==> src/rtl/receiver_pkg.sv <==
// receiver_pkg
// Shared constants, the FIFO entry layout and the parity-check helper for
// the UART receive buffer.
`timescale 1ns/1ps
package receiver_pkg;

  localparam int DATA_W  = 8;
  localparam int FRAME_W = 9;

  // One stored FIFO entry: parity-error flag above the data byte.
  typedef struct packed {
    logic              perr;
    logic [DATA_W-1:0] data;
  } entry_t;

  // Returns 1 when the frame's parity does not match the expected sense.
  // odd = 0 expects an even number of ones across all nine bits.
  function automatic logic parity_err(input logic [FRAME_W-1:0] frame,
                                      input logic               odd);
    return (^frame) ^ odd;
  endfunction

endpackage

==> src/rtl/receiver_buffer_ready_sync.sv <==
// ready_sync
// Brings an asynchronous level into the clk domain through two flops and
// emits a one-cycle pulse on each rising edge of the synchronized level.
// Ports:
//   clk    in   system clock
//   rst    in   asynchronous active-high reset (all flops to 0)
//   level  in   asynchronous level to synchronize
//   pulse  out  one clk-wide pulse per rising edge of level
`timescale 1ns/1ps
module ready_sync (
  input  logic clk,
  input  logic rst,
  input  logic level,
  output logic pulse
);

  logic sync1_reg;
  logic sync2_reg;
  logic sync3_reg;

  always_ff @(posedge clk or posedge rst) begin
    if (rst) begin
      sync1_reg <= 1'b0;
      sync2_reg <= 1'b0;
      sync3_reg <= 1'b0;
    end else begin
      sync1_reg <= level;
      sync2_reg <= sync1_reg;
      sync3_reg <= sync2_reg;
    end
  end

  // Because the chain resets to 0, a level already high at reset release
  // is reported as a fresh rising edge.
  assign pulse = sync2_reg & ~sync3_reg;

endmodule

==> src/rtl/receiver_buffer.sv <==
// receiver_buffer
// Takes each completed frame from the UART receiver, checks its parity and
// queues {perr, data} in a DEPTH-entry FIFO read through a valid/ready port.
// A frame arriving while the FIFO is full (and no pop that cycle) is dropped
// and raises a sticky overrun flag.
// Ports:
//   clk           in   system clock
//   rst           in   asynchronous active-high reset
//   dataParityIn  in   [7:0] data, [8] parity bit
//   rxReady       in   asynchronous frame-complete level
//   rdReady       in   host accepts head entry
//   rdValid       out  head entry present
//   rdData        out  head entry data (0 when empty)
//   rdPerr        out  head entry parity error (0 when empty)
//   level         out  entry count 0..DEPTH
//   overrun       out  sticky dropped-frame flag
//   clrOverrun    in   clears overrun (a new drop wins)
`timescale 1ns/1ps
module receiver_buffer
  import receiver_pkg::*;
#(
  parameter int DEPTH      = 8,
  parameter int PARITY_ODD = 0
) (
  input  logic                     clk,
  input  logic                     rst,
  input  logic [FRAME_W-1:0]       dataParityIn,
  input  logic                     rxReady,
  input  logic                     rdReady,
  output logic                     rdValid,
  output logic [DATA_W-1:0]        rdData,
  output logic                     rdPerr,
  output logic [$clog2(DEPTH):0]   level,
  output logic                     overrun,
  input  logic                     clrOverrun
);

  localparam int AW = $clog2(DEPTH);
  localparam int LW = AW + 1;

  logic            push;
  logic            pop;
  logic            full;
  logic            do_write;
  logic            drop;
  logic [AW-1:0]   wr_ptr_reg;
  logic [AW-1:0]   rd_ptr_reg;
  logic [LW-1:0]   level_reg;
  logic            overrun_reg;
  entry_t          mem [DEPTH];
  entry_t          head;
  entry_t          new_entry;

  ready_sync u_ready_sync (
    .clk   (clk),
    .rst   (rst),
    .level (rxReady),
    .pulse (push)
  );

  assign rdValid  = (level_reg != '0);
  assign pop      = rdValid & rdReady;
  assign full     = (level_reg == LW'(DEPTH));
  // A pop in the same cycle frees the slot, so a full FIFO still accepts.
  assign do_write = push & (~full | pop);
  assign drop     = push & full & ~pop;

  assign new_entry.perr = parity_err(dataParityIn, (PARITY_ODD != 0));
  assign new_entry.data = dataParityIn[DATA_W-1:0];

  // Storage is not reset; entries are only visible while level counts them.
  always_ff @(posedge clk) begin
    if (do_write) begin
      mem[wr_ptr_reg] <= new_entry;
    end
  end

  always_ff @(posedge clk or posedge rst) begin
    if (rst) begin
      wr_ptr_reg  <= '0;
      rd_ptr_reg  <= '0;
      level_reg   <= '0;
      overrun_reg <= 1'b0;
    end else begin
      if (do_write) begin
        wr_ptr_reg <= wr_ptr_reg + AW'(1);
      end
      if (pop) begin
        rd_ptr_reg <= rd_ptr_reg + AW'(1);
      end
      if (do_write && !pop) begin
        level_reg <= level_reg + LW'(1);
      end else if (pop && !do_write) begin
        level_reg <= level_reg - LW'(1);
      end
      if (drop) begin
        overrun_reg <= 1'b1;
      end else if (clrOverrun) begin
        overrun_reg <= 1'b0;
      end
    end
  end

  assign head    = mem[rd_ptr_reg];
  assign rdData  = rdValid ? head.data : '0;
  assign rdPerr  = rdValid ? head.perr : 1'b0;
  assign level   = level_reg;
  assign overrun = overrun_reg;

endmodule
==> config.mk <==
export PLATFORM = sky130hd
export DESIGN_NAME = receiver_buffer
export DESIGN_NICKNAME = d
export VERILOG_FILES = /design/src/rtl/receiver_pkg.sv /design/src/rtl/receiver_buffer_ready_sync.sv /design/src/rtl/receiver_buffer.sv
export SDC_FILE = /design/constraint.sdc
export NUM_CORES = 1
export LEC_CHECK = 0
export CAP_MARGIN = 30
export CORE_MARGIN = 2
export CORE_UTILIZATION = 40
export CTS_BUF_LIST = sky130_fd_sc_hd__clkbuf_8
export DETAILED_ROUTE_END_ITERATION = 10
export GPL_TIMING_DRIVEN = 0
export PLACE_DENSITY = 0.69
export SETUP_SLACK_MARGIN = 0.3
export SLEW_MARGIN = 10
export SYNTH_ARGS = -nofsm -noshare
export SYNTH_HDL_FRONTEND = slang
export SYNTH_SLANG_ARGS = --single-unit
==> constraint.sdc <==
create_clock -name clk -period 2.58 [get_ports clk]
set_clock_uncertainty 0.05 [all_clocks]
set_input_delay 0.645 -clock clk [delete_from_list [all_inputs] [get_ports clk]]
set_output_delay 0.645 -clock clk [all_outputs]
set_load 0.02 [all_outputs]
Fig. 1: clock nets
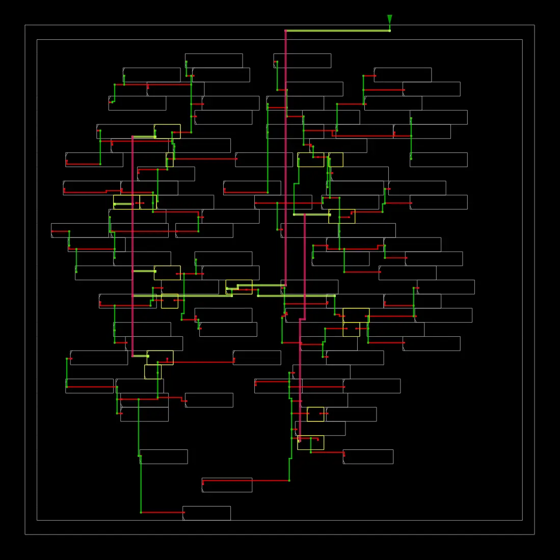
clock latency on the worst-skew pair: 0.35 ns
clk sinks: 86
Clock group: 863 uW
flip-flops: 86

Fig. 2: floorplan with the power grid
Pins as bars on the die edge.
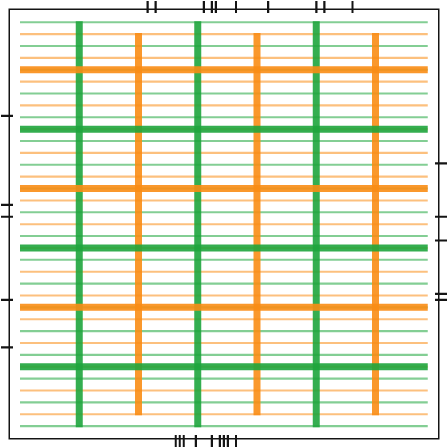
VSS: in green. VDD: in orange.
29 signal pins sit on the boundary. 6 straps on met4. The core has 34 rows.
die width: 98.0 um
die height: 98.0 um

==> out/qor.yml <==
antenna_found_initial: 0
synth_flops: 86
r2r-start: "level[1]$_DFFE_PP0P_"
cpPeakStageDelay_ns: 0.52
drc: 0
ir_drop_mv: 0.431
first_pass_iters: 4
clockBufferDepth: 2
warning_count: 29
drive_gt1_share_pct: 35.2
slew_viol_final: 0
ys_seq_share_pct: 71.1
endpoint_kind: "output port"
top_area_cell: "edfxtp_1"
num_rows: 34
r2r_slack_ns: 0.36
crit_end: "rdData[5]"
rsz0062_at_grt: "true"
critical_path_class: "reg -> out"
cellInternalPower_uw: 3100
synthTopCellsByArea: "edfxtp_1 (61%), mux4_2 (11%), dfrtp_1 (9.9%), xnor2_1 (3.0%), mux2i_1 (2.8%)"
seq_power_share_pct: 38.9
crit_cells: 6
worst_pin_slew_ns: 0.887
routed-via-count: 1816
io_pins: 29
cts_max_level: 3
ant_nets: 0
drtIter0Drc: 80
ys_types: 30
whs_endpoint: "u_ready_sync.sync2_reg$_DFF_PP0_"
grt_pass1_wl_mm: 10.0
dp_hpwl_mm: 4.02
ys_warn_count: 0
gp_congestion: 0.727
r2r_cells: 11
power_frac_clock_pct: 18.3
ys_chip_area_sq_um: 3530
coreArea_sq_um: 8640
crit_chain: "buf_12 > buf_12 > mux4_2 > mux2i_2 > nor2_1 > buf_2"
overflow: 0
path_common_cell: "buf_12"
syn_inst: 188
cp.arrival_ns: 1.96
worst_slack_ns: -0.0782
cts_root_buf: "clkbuf_8"
finalCritPeriodShare_pct: 103
grt_pass1_vias: 1829
path_delay_family: "multiplexers"
cp_num_buf_inv: 3
grt_max_degree: 17
synthesis.area_sq_um: 3530
top_cell_area_share_pct: 61.2
fp_nets: 208
syn_avg_cell_area_sq_um: 18.8
die-area_sq_um: 9600
dp_slack_ns: -0.458
largest_register_ffs: 72
portBuffers: 28
status: "complete, but fails checks"
cp.required_ns: 1.88
worstHoldPathType: "reg -> reg"
fin_cells: 358
power_density_nw_per_um2: 1080
fin_hold_ws_ns: 0.310
n_antenna_cell: 0
synthToLayoutAreaGrowth_pct: 24.2
path_max_fanout: 5
worstHoldPathCells: 0
wire_per_inst_um: 17.7
setup_violations: 4
wirelength_mm: 6.35
worst_r2r_endpoint: "level[3]$_DFFE_PP0P_"
cts_tree: "done"
grt_use_total_pct: 14.3
worstSetupStartpointType: "flop"
violations: "negative setup slack"
cp_slowest_cell: "mux4_2"
final_net_count: 265
finalCriticalPeriod_ns: 2.66
swShare_pct: 34.4
p_leak_uw: 0.00153
p_comb_share_pct: 42.8
place_inst: 326
path_clk_slew_ns: 0.09
setup_tns_ns: -0.172
critical_path.startpoint: "rd_ptr_reg[0]$_DFFE_PP0N_"
min_from: "u_ready_sync.sync1_reg$_DFF_PP0_"
maxClockFrequency_mhz: 376
hold_buffers: 0
viasPerCell: 5.07
max-slew-margin-rel_pct: 40.6
yosysCellCount: 188
Fig. 3: sequential cells grouped by signal name
Other sequential cells in the stronger gray, the rest of the logic in the fainter gray.
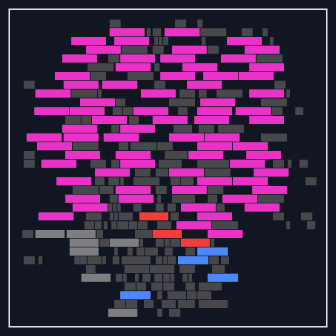
mem: in magenta, sequential cells 72. rd_ptr_reg: in red, sequential cells 3. level: in blue, sequential cells 4, where south.
Core Util, Final: 50.8%
Seq area share: 57.3%
sequential cell power: 1840 uW

Fig. 4: layout detail
Window x 0 to 50, y 48 to 98 um. Cells in gray, sequential cells in the stronger gray; small squares are vias.
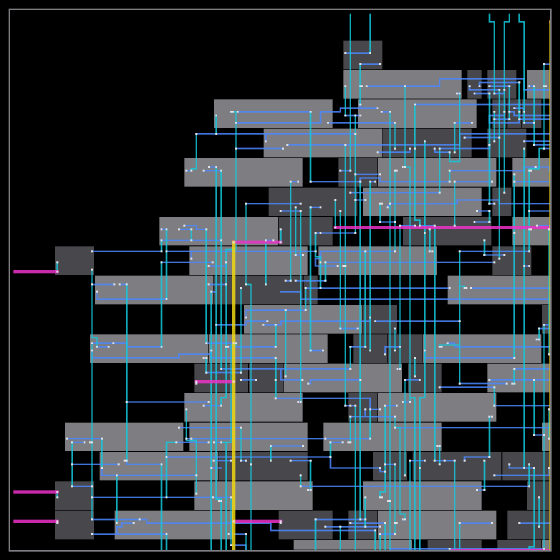
met4: in yellow. met1: in blue. met2: in cyan. met3: in magenta.
Sequential cells in the window: 28. 61 logic cells have their middle in the window. Netlist names of flops here include mem (28). Most frequent: edfxtp_1 (28), mux4_2 (6), clkdlybuf4s50_1 (5).

==> worst reg2reg max path: stages, from the launching register on <==
cell	delay [ns]
dfrtp_2	0.46
nor4_4	0.28
buf_4	0.17
inv_4	0.04
nand2_4	0.06
ha_4	0.14
inv_4	0.05
ha_4	0.20
a21o_4	0.19
a21oi_2	0.14
mux2i_1	0.23
xnor2_1	0.14
==> cells in the final DEF, fill, tap and decap left out, types with 2 or more instances in the layout <==
cell	n
inv_1	3
xor2_1	3
mux2i_1	9
clkdlybuf4s50_1	16
dfrtp_1	10
nor3_2	2
buf_12	3
inv_4	2
buf_6	2
ha_1	3
buf_4	19
buf_2	6
mux4_2	18
dfrtp_2	4
buf_1	2
xnor2_1	11
ha_4	2
nand3_1	3
nand2_1	5
clkinv_4	2
edfxtp_1	72
inv_6	3
nor4_2	2
mux2_2	2
clkbuf_8	9
nor2_1	16
nand2b_1	2
==> per-layer routing <==
| metal | global-route usage, % | wire (um) | share of wire [%] |
|---|---|---|---|
| met5 | 0 | 0 | 0 |
| met4 | 7.26 | 135 | 2.1 |
| met3 | 2.65 | 177 | 2.8 |
| met2 | 23.0 | 3210 | 51 |
| met1 | 18.8 | 2830 | 45 |
==> area by class of cell <==
class	count	area, sq um
Buffer	6	66.3
Clock buffer	9	124
Clock inverter	7	55.1
Fill cell	733	4250
Inverter	5	23.8
Multi-Input combinational cell	91	1060
Sequential cell	86	2520
Tap cell	108	135
Timing Repair Buffer	46	413
==> synth_stat cells <==
| cell type | number |
|---|---|
| mux2i_1 | 10 |
| nand3_1 | 3 |
| mux4_2 | 18 |
| nand2_4 | 1 |
| inv_1 | 4 |
| mux2_4 | 1 |
| dfrtp_1 | 14 |
| fa_1 | 1 |
| mux2_2 | 2 |
| inv_4 | 1 |
| buf_6 | 2 |
| nor4_1 | 2 |
| clkbuf_2 | 1 |
| nor3_1 | 3 |
| nand2b_1 | 2 |
| buf_1 | 2 |
| ha_1 | 5 |
| nor4_4 | 1 |
| nor2b_1 | 1 |
| a21o_2 | 1 |
| edfxtp_1 | 72 |
| nand2_1 | 5 |
| nor2_1 | 16 |
| xor2_1 | 3 |
| a31oi_1 | 1 |
| o22ai_1 | 1 |
| buf_2 | 1 |
| xnor2_1 | 12 |
| o21ai_0 | 1 |
| a21oi_1 | 1 |
==> power by group through the flow <==
stage	logic (uW)	registers [uW]	clock network [uW]
5_1_grt	2190	1860	923
3_3_place_gp	1800	1870	0
6_report	2020	1840	863
4_1_cts	2030	1830	883
2_1_floorplan	1190	1880	0
3_5_place_dp	1840	1870	0
==> through the flow <==
step	total power, uW	instance area, sq um
after floorplan	3070	3580
after global placement	3670	4000
after detailed placement	3710	4020
after CTS	4740	4340
after global routing	4980	4390
final	4730	4390
==> repair_timing <==
action | 4_1_cts | 5_1_grt
resized | 58 | 6
setup buffers | 10 | 1
endpoints found under the hold margin | 0 | 0
setup endpoints to repair | 77 | 20
cloned | 1 | 0
pin swaps | 2 | 3
==> cell families after synthesis <==
group	synth area share (%)
xor+xnor	3.72
fa+ha+maj	2.34
mux	15.4
flops	71.1
compound gates	0.885
buf+inv	1.73
simple gates	4.88
Power is estimated from default activity; no workload was simulated.
